Design sat_counter, sky130hd; sources not shown.
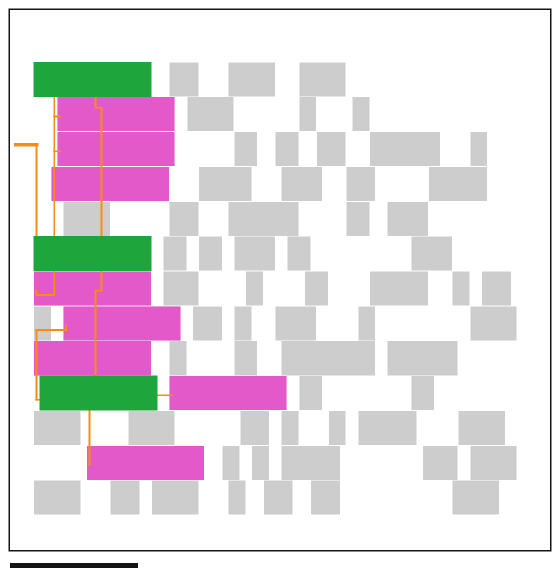
Figure 1: clock distribution.
The bar under the picture is 10 um long.
legend:
  orange:
    item: clock wires
    length: 90.6 um
  green:
    item: clock drivers
    count: 3
  magenta:
    item: flip-flops
    count: 8
routed clock nets: 4
Clock group: 0.000121 W
share of total power in the clock network: 48.5%
latest clock arrival within the worst-skew pair: 0.23 ns

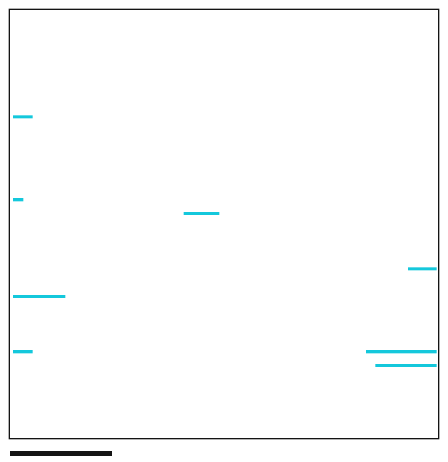
Figure 2: M3 wires.
The bar under the picture is 10 um long.
main direction: horizontal
wire length on this layer: 26.9 um
met3 Track Usage GR: 3.88%
Post-Route WL: 1590 um
via count: 531

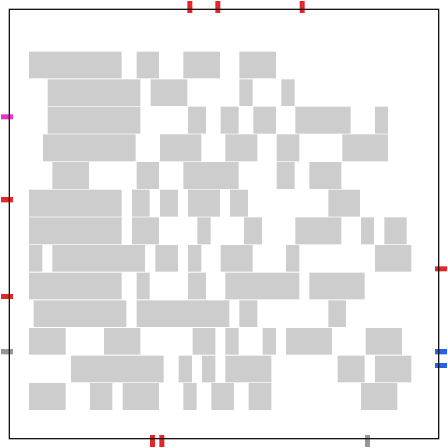
Figure 3: pin placement.
Pins as bars across the die edge, other pins in grey.
legend:
  blue:
    port: inc
    pins: 2
    direction: input
    edge: right
  magenta:
    port: clk
    pins: 1
    direction: input
    edge: left
  red:
    port: count
    pins: 8
    direction: output
    edge: 3 top, 2 bottom, 2 left, 1 right
all pins by edge: 4 left, 3 bottom, 3 right, 3 top
die span in y: 42.1 um
number of I/O port buffers: 12

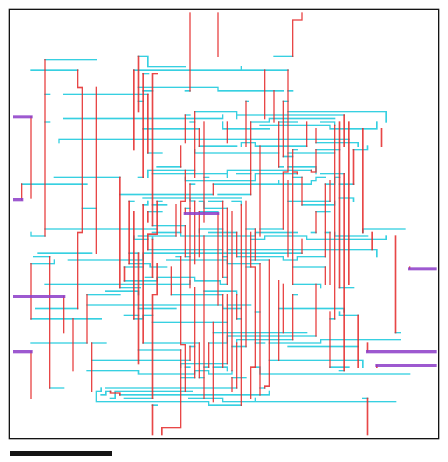
Figure 4: routed metal, one colour a layer.
The bar under the picture is 10 um long.
legend:
  purple:
    layer: metal 3
    wire_length: 26.9 um
  cyan:
    layer: metal 1
    wire_length: 796 um
  red:
    layer: metal 2
    wire_length: 765 um
routed len/inst: 18.0 um
gr usage total: 22.1%

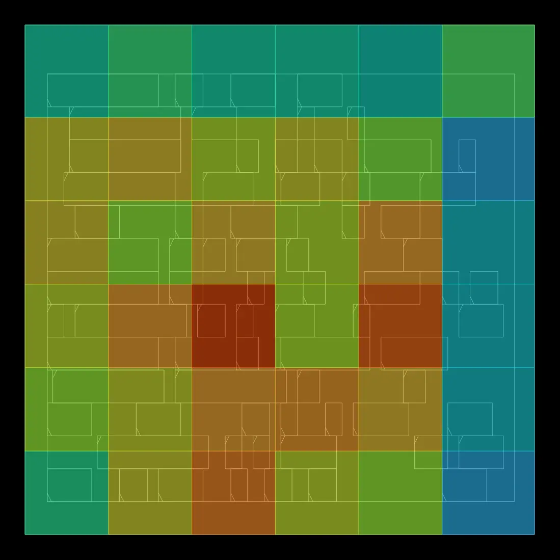
Figure 5: routing congestion.
met1 Use GR: 32.4%
GRT busiest layer: met1
global-route met2 utilization: 31.6%

==> impl_metrics.env <==
# physical design summary
export IMPL_ys_ff=8
export IMPL_yosys_stat_seqShare_pct=34.4
export IMPL_min_path_cells=2
export IMPL_holdCritPathClass="flip-flop to flip-flop"
export IMPL_first_pass_iters=4
export IMPL_yosys_area_um2=582
export IMPL_diodes=0
export IMPL_top_area_cell="dfrtp_1"
export IMPL_die_area_um2=1770
export IMPL_power_leakage_nw=0.295
export IMPL_finalWeightedCongestion=0.744
export IMPL_initCoreUtil_pct=42.6
export IMPL_yosys_warnings=0
export IMPL_clock_fmax_mhz=286
export IMPL_warning_count=26
export IMPL_setup_viol=0
export IMPL_overflow=0
export IMPL_hold_buffers=0
export IMPL_ioPinCount=13
export IMPL_hold_viol_final=0
export IMPL_peakVddDrop_mv=0.290
export IMPL_vias_per_cell=6.03
export IMPL_ant_nets=0
export IMPL_hpwl_um=1060
export IMPL_r2r_slack_ns=2.96
export IMPL_powerDensity_nw_per_um2=327
export IMPL_grt_max_degree=12
export IMPL_placementRows=13
export IMPL_slew_viol_final=0
export IMPL_critPathArrivalTime_ns=3.42
export IMPL_cts_tree="built"
export IMPL_max_cap_violations=0
export IMPL_placed_cell_area_um2=689
export IMPL_status="finished clean"
export IMPL_synth_cells=62
export IMPL_cts_max_level=1
export IMPL_synth_top_cells_by_area="dfrtp_1 34%, a2111oi_2 7.7%, a21oi_1 4.3%, ha_1 4.3%, nor4_2 4.3%"
export IMPL_crit_fanout=11
export IMPL_relSlewSlack_pct=69.2
export IMPL_fin_crit_sh_pct=65.9
export IMPL_p_total_w=0.000250
export IMPL_worstPathRequired_ns=5.23
export IMPL_root_buffer="clkbuf_16"
export IMPL_nets=83
export IMPL_period_minus_slack_ns=3.49
export IMPL_start_kind="input pin"
export IMPL_path_class="input pin to flip-flop"
export IMPL_worst_setup_path_end_kind="flip-flop"
export IMPL_post_cts_buffers=0
export IMPL_cts_resized_gates=0
export IMPL_clk_path_buf_depth=2
export IMPL_cp_slowest_cell="clkdlybuf4s50_1"
export IMPL_dieWidth_um=42.1
export IMPL_grt_pass1_wl_um=2830
export IMPL_antenna_found_initial=0
-- report_power, final --
part | total, W | internal, W | leakage (nW) | switching (W)
sequential | 0.0000739 | 0.0000668 | 0.107 | 0.00000705
clock | 0.000121 | 0.0000968 | 0.0370 | 0.0000245
combinational | 0.0000550 | 0.0000241 | 0.151 | 0.0000308
total | 0.000250 | 0.000188 | 0.295 | 0.0000624
-- metal layers --
layer / vias to the layer above / routed length [um] / share of wire [%]
met3: 0 / 26 / 1.6
met5: - / 0 / 0
li1: 257 / - / -
met1: 265 / 796 / 50
met2: 9 / 764 / 48
met4: 0 / 0 / 0
-- area by class of cell --
| class | instances | area, um^2 |
|---|---|---|
| clock buffers | 3 | 75.1 |
| multi-input cells | 46 | 335 |
| inverters | 4 | 15.0 |
| flip-flops and latches | 8 | 200 |
| fillers | 161 | 602 |
| well taps | 15 | 18.8 |
| repair buffers | 12 | 120 |
-- worst max-delay path, delay by kind of cell --
| kind | cells | cell delay (ns) |
|---|---|---|
| AND-OR/OR-AND | 1 | 0.36 |
| buffers and inverters | 1 | 0.75 |
| AND/OR/NAND/NOR | 3 | 0.55 |
| adder cells (fa/ha/maj) | 2 | 0.70 |
-- stage by stage --
step | util (%) | hold WS (ns) | worst slack [ns] | std cells
finish | 56.0 | 0.489 | 1.81 | 88
global route | 56.0 | 0.537 | 1.66 | 88
CTS | 56.0 | 0.493 | 1.80 | 88
detailed placement | 50.5 | 0.447 | 1.59 | 85
global placement | 50.5 | 0.452 | 1.64 | 85
floorplan | - | 0.518 | 2.18 | 62
-- cell usage after synthesis (all sizes together) --
cell and count:
a31oi 1, inv 4, nor2 6, nor4 3, and3 1, o2111ai 1, a21oi 5, nor3 3
a2111oi 3, or2 1, clkbuf 1, nor2b 3, a21o 1, and4 1, mux2 1, ha 2
nand2 4, dfrtp 8, a41oi 1, a211oi 1, a221oi 1, nand3 1, o22ai 2, fa 1
nor4b 1, buf 3, o21ai 1, or3 1
-- cell families after synthesis --
group / count (synthesis) / synth area share [%]
AOI/OAI and AO/OA: 17 / 23.2
adders and majority gates: 3 / 7.74
buffers and inverters: 8 / 7.95
DFF: 8 / 34.4
muxes: 1 / 1.94
and+or+nand+nor: 25 / 24.7
-- cells in the final DEF, fill, tap and decap left out, types with 2 or more instances in the layout --
cell type	netlist	routed
clkdlybuf4s50_1	0	12
dfrtp_1	8	8
nor2_1	6	6
a21oi_1	5	5
inv_1	4	4
nand2_1	4	4
a2111oi_2	3	3
nor3_1	3	3
nor2b_1	3	3
clkbuf_16	0	3
nor4_2	2	2
o22ai_1	2	2
ha_1	2	2
Power and IR drop assume default switching activity.
